==> config.mk <==
export PLATFORM = sky130hd
export DESIGN_NAME = fetch_unit
export DESIGN_NICKNAME = d
export VERILOG_FILES = /design/src/rtl/fetch_unit.sv
export SDC_FILE = /design/constraint.sdc
export NUM_CORES = 1
export LEC_CHECK = 0
export CORE_MARGIN = 3
export CORE_UTILIZATION = 57
export CTS_BUF_LIST = sky130_fd_sc_hd__clkbuf_4
export CTS_CLUSTER_DIAMETER = 80
export DETAILED_ROUTE_END_ITERATION = 10
export GPL_TIMING_DRIVEN = 0
export PLACE_DENSITY = 0.88
export SETUP_SLACK_MARGIN = 0.5
export SLEW_MARGIN = 20
export SYNTH_ARGS = -nofsm -noshare
export SYNTH_HDL_FRONTEND = slang
export SYNTH_SLANG_ARGS = --single-unit
==> constraint.sdc <==
create_clock -name i_clk -period 11 [get_ports i_clk]
set_input_delay 1.1 -clock i_clk [delete_from_list [all_inputs] [get_ports i_clk]]
set_output_delay 1.1 -clock i_clk [all_outputs]
set_load 0.005 [all_outputs]
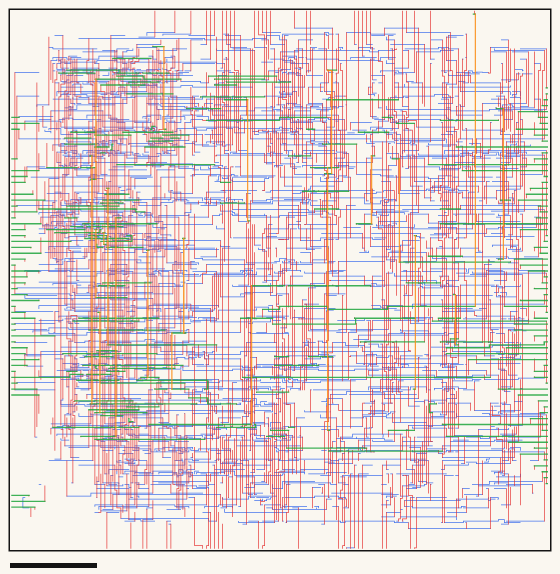
*Signal wires by layer, run 1*
Scale bar: 20 µm.
Green marks met3, wire length 1940 µm. Orange marks met4, wire length 625 µm. Red marks met2, wire length 10900 µm. Blue marks met1, wire length 9010 µm.
WL/cell: 20.7 µm
gr usage total: 28.7%
Routed WL: 22.5 mm
via count: 6417

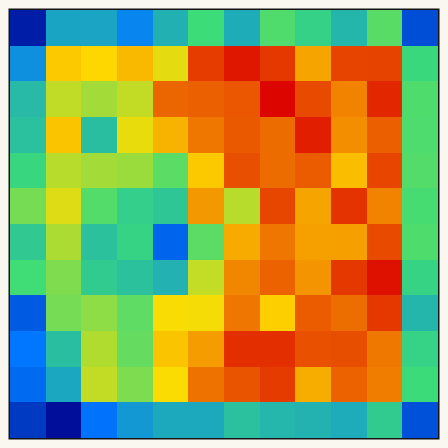
*Cell density map, run 1*
The die is cut into 12 by 12 equal tiles; dark blue is low, red is high, 0 to 100% covered.
The fullest tile reaches 99%. The mean over all tiles is 65%. 44% of the tiles are over 75% full. The emptiest ninth of the die: bottom left.
FP Core Util: 59.4%
core area: 13500 µm²
Finished Core Util: 76.1%

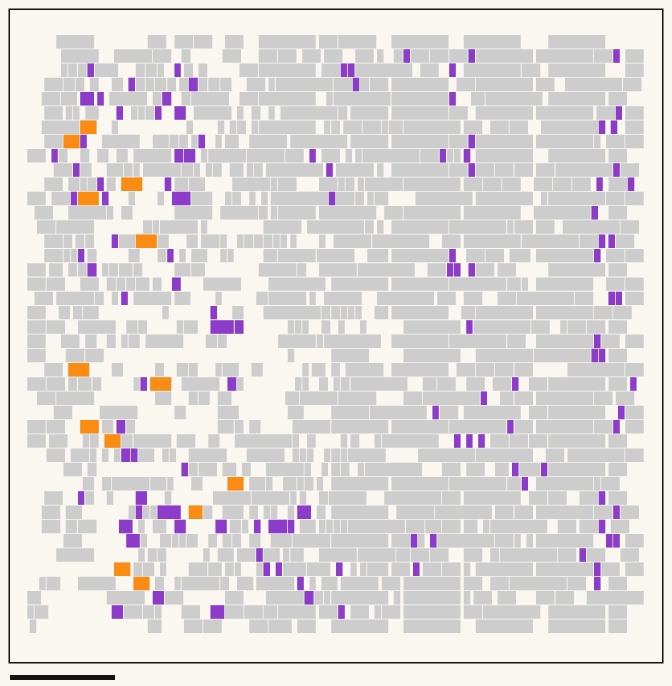
*Logic cells by family, run 1*
Scale bar: 20 µm.
Orange marks AND-OR and OR-AND gates, cells 13, most used o221a_2. Purple marks NOR gates, cells 117, most used nor2_1, where widely spread.
Comb/total area: 26.4%
Commonest Layout Cell: clkdlybuf4s50_1
Final Non-Filler Cells: 1089

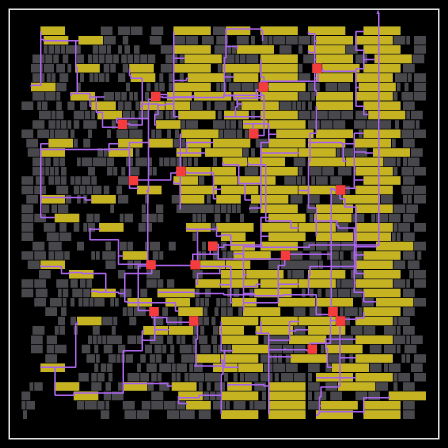
*Clock wires, drivers and flops, run 1*
Yellow marks flip-flops, count 192. Red marks cells driving clock nets, count 17. Purple marks clock wires, length 1920 µm.
There are 18 routed clock nets.
Clock power frac: 29.9%
Clock Skew: 0.0231 ns
clk_lat worst skew: 0.56 ns

==> results_dict.tcl, run 1 <==
# place-and-route summary
set metrics [dict create \
    dp_slack_ns 7.27 \
    cts_tree "done" \
    post_cts_resized 0 \
    crit_top_cell "clkbuf_1" \
    yosys-stat-area_um2 7990 \
    drv_cap 0 \
    warnings 30 \
    htreeDepth 4 \
    vdd_drop_max_v 0.0000715 \
    yosysWarningCount 0 \
    critical-path-slowest-cell "clkdlybuf4s50_1" \
    drt-pass1-iter-count 5 \
    ant_nets 0 \
    combPwrFrac_pct 8.2 \
    top_logic_kind "simple AND/OR/NAND/NOR gates" \
    std_cell_rows 42 \
    cpPeakStageDelay_ns 0.51 \
    worstPathArrival_ns 2.96 \
    area_leaders "edfxtp_1 (47%), dfxtp_1 (17%), mux2i_1 (8.1%)" \
    gp_congestion 0.895 \
    async_flop_share_pct 0 \
    holdPathStages 0 \
    p_sw_mw 0.314 \
    grt_max_degree 33 \
    ys_seq_share_pct 63.7 \
    postCtsHoldBufs 0 \
    p_int_mw 0.968 \
    tightest_slew_ns 0.812 \
    place_inst 1057 \
    worstPathCellList "inv_1 -> ha_1 -> clkbuf_1 -> clkbuf_1 -> buf_1 -> nor2_1 -> clkdlybuf4s50_1" \
    hp-class "reg2reg" \
    powerDensity_nw_per_um2 125 \
    aoi_share_pct 9.27 \
    worstSetupEndpointType "output port" \
    cp-start-kind "flop" \
    layout.area.comb_um2 2700 \
    netlist_area_um2 7990 \
    slew_headroom_pct 45.6 \
    yosysTopAreaCell "edfxtp_1" \
    ff_type "edfxtp_1" \
    clkSinkCount 192 \
    place_area_um2 9940 \
    hold_viol_final 0 \
    path_class "reg2out" \
    die_w_um 124 \
    most-common-layout-cells "clkdlybuf4s50_1 (161), edfxtp_1 (124), nand2_1 (94)" \
    area_delta_synth_final_pct 28.1 \
    cp_max_fo 10 \
    netSwitchingFraction_pct 24.5 \
    ys_sh_mux_pct 8.15 \
    largest_reg_flops 64 \
    leakage_nw 3.25 \
    nets 974 \
    fin_setup_tns_ns 0 \
    ys_cells 709 \
    status "finished, final reports clean" \
    min_period_over_period_pct 36.9 \
    top_cell "edfxtp_1" \
    post_cts_buffers 0 \
    max_freq_ghz 0.246 \
    comb_cell_power_mw 0.105 \
    clk_path_buf_depth 2 \
    critical_path_required_ns 9.90 \
    p_clk_mw 0.383 \
    setup_slack_ns 6.94 \
    power_mw 1.28 \
    syn_area_per_cell_um2 11.3 \
]
[run 1: critical path, delay by kind of cell (launching register included)]
family | cells | cell delay [ns]
simple gates | 1 | 0.11
flops | 1 | 0.37
fa+ha+maj | 1 | 0.13
buf+inv | 5 | 1.80
[run 1: per-layer routing]
metal	up-vias	GRT usage (%)	share of wire (%)
met4	0	10.6	2.8
met2	396	48.0	49
li1	2946	-	-
met1	3030	36.5	40
met3	45	6.78	8.6
met5	-	0	0
[run 1: cell type report]
cell class / instances / area share, %
clock buffers: 17 / 1.25
clock inverters: 14 / 1.54
flip-flops and latches: 192 / 49.7
repair buffers: 169 / 16.6
inverters: 7 / 0.257
multi-input cells: 462 / 26.4
well taps: 176 / 2.15
diodes: 1 / 0.0245
plain buffers: 51 / 2.05
### Routing congestion, run 1

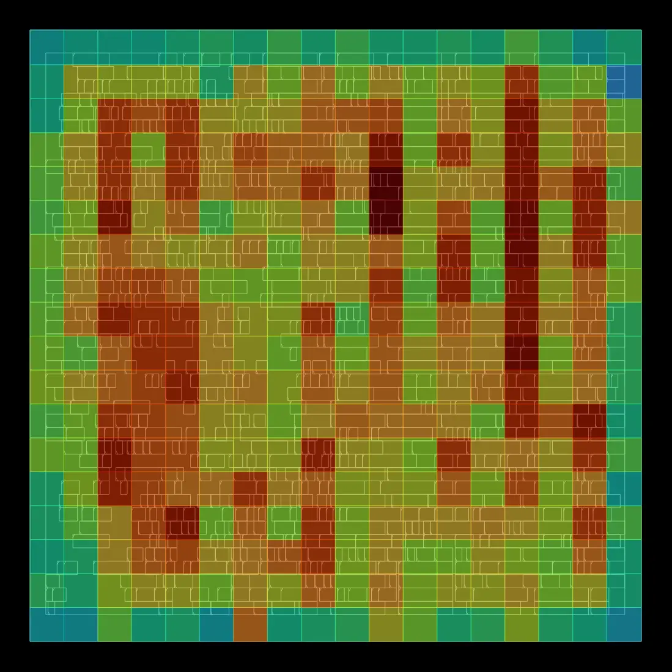

==> run 2: changes to the inputs <==
CORE_UTILIZATION = 53   (was 57)
PLACE_DENSITY = 0.83   (was 0.88)
clock period = 4.23 ns   (was 11 ns; I/O delays follow)
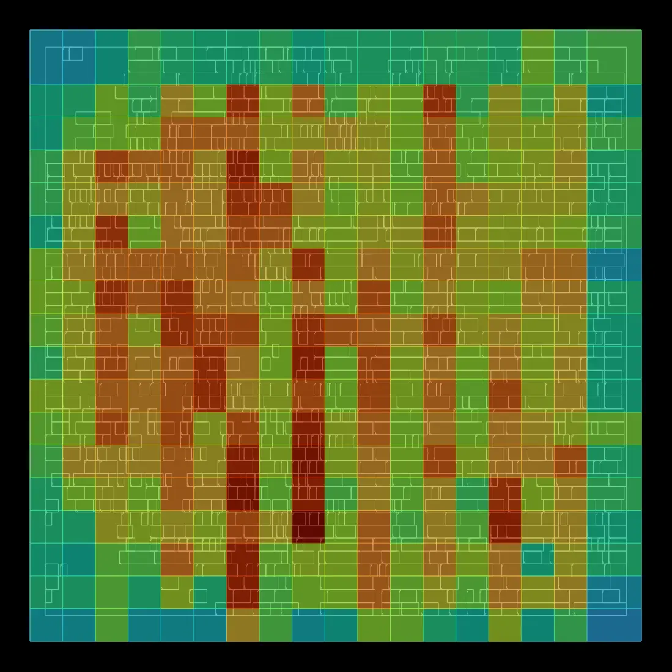
*Routing congestion, run 2*
met2 usage: 38.5%
gr usage total: 24.5%
GRT busiest layer: met2

==> run 2 against run 1 <==
Effect of this change:
- largest power group unchanged
- hold slack lost 0.056 ns
- highest routed layer unchanged
- non-clock buffer count shrank 2
- sequential power grew to 2.6 times the previous value
==> results_dict.tcl, run 2 <==
# place-and-route summary
set metrics [dict create \
    ff_type "edfxtp_1" \
    clk_path_buf_depth 2 \
    fin_skew_ns 0.0262 \
    p_clk_mw 1.04 \
    combPwrFrac_pct 8.0 \
    top_cell "edfxtp_1" \
    holdPathStages 1 \
    post_cts_resized 0 \
    nets 972 \
    aoi_share_pct 9.27 \
    setup_slack_ns 0.822 \
    area_delta_synth_final_pct 28.7 \
    min_period_over_period_pct 80.6 \
    cpPeakStageDelay_ns 0.50 \
    fin_setup_tns_ns 0 \
    power_mw 3.37 \
    drcViolationCount 0 \
    most-common-layout-cells "clkdlybuf4s50_1 (161), edfxtp_1 (124), nand2_1 (94)" \
    yosysWarningCount 0 \
    p_sw_mw 0.780 \
    ys_seq_share_pct 63.7 \
    initCoreUtil_pct 54.5 \
    hold_viol_final 0 \
    post_cts_buffers 0 \
    critical_path_required_ns 3.81 \
    edf_count 124 \
    path_depth 7 \
    leakage_nw 3.27 \
    hp-class "in2reg" \
    drt-pass1-iter-count 5 \
    comb_cell_power_mw 0.269 \
    p_clk_share_pct 30.9 \
    cp-start-kind "flop" \
    worstPathArrival_ns 2.99 \
    status "finished, final reports clean" \
    grt_max_degree 55 \
    async_flop_share_pct 0 \
    clock_latency_ns 0.59 \
    tightest_slew_ns 0.940 \
    std_cell_rows 44 \
    netSwitchingFraction_pct 23.1 \
    slew_headroom_pct 36.7 \
    vdd_drop_max_v 0.000152 \
    drt-total-wl_mm 20.2 \
    drv_cap 0 \
    ys_cells 709 \
    dp_slack_ns 1.19 \
    place_inst 1063 \
    gp_congestion 1.05 \
    crit_top_cell "clkbuf_1" \
    ys_sh_mux_pct 8.15 \
    netlist_area_um2 7990 \
    coreArea_um2 14600 \
    die_w_um 129 \
    cts_tree "done" \
    worstPathCellList "inv_1 -> ha_1 -> clkbuf_1 -> clkbuf_1 -> buf_1 -> nor2_1 -> clkdlybuf4s50_1" \
    worstSetupEndpointType "output port" \
    wl_per_cell_um 18.5 \
    postCtsHoldBufs 0 \
    htreeDepth 4 \
    area_leaders "edfxtp_1 (47%), dfxtp_1 (17%), mux2i_1 (8.1%)" \
    top_logic_kind "simple AND/OR/NAND/NOR gates" \
    ant_nets 0 \
    critical-path-slowest-cell "clkdlybuf4s50_1" \
    critical-path-top-delay-family "buffers and inverters" \
    syn_area_per_cell_um2 11.3 \
    cp_max_fo 10 \
    vias 6269 \
]
run 2: area by class of cell:
| type | count | area, µm² |
|---|---|---|
| Fill cell | 1076 | 4370 |
| Timing Repair Buffer | 167 | 1700 |
| Clock buffer | 20 | 150 |
| Multi-Input combinational cell | 462 | 2710 |
| Antenna cell | 1 | 2.50 |
| Sequential cell | 192 | 5080 |
| Tap cell | 184 | 230 |
| Buffer | 51 | 210 |
| Clock inverter | 12 | 159 |
| Inverter | 7 | 26.3 |
run 2: layer usage:
metal	part of all wire [%]	vias to the layer above	GRT usage, %
met4	2.4	0	9.14
met1	43	2962	34.1
met3	7.7	42	4.86
li1	-	2951	-
met2	46	314	38.5
met5	0	-	0
Power is estimated from default activity; no workload was simulated.
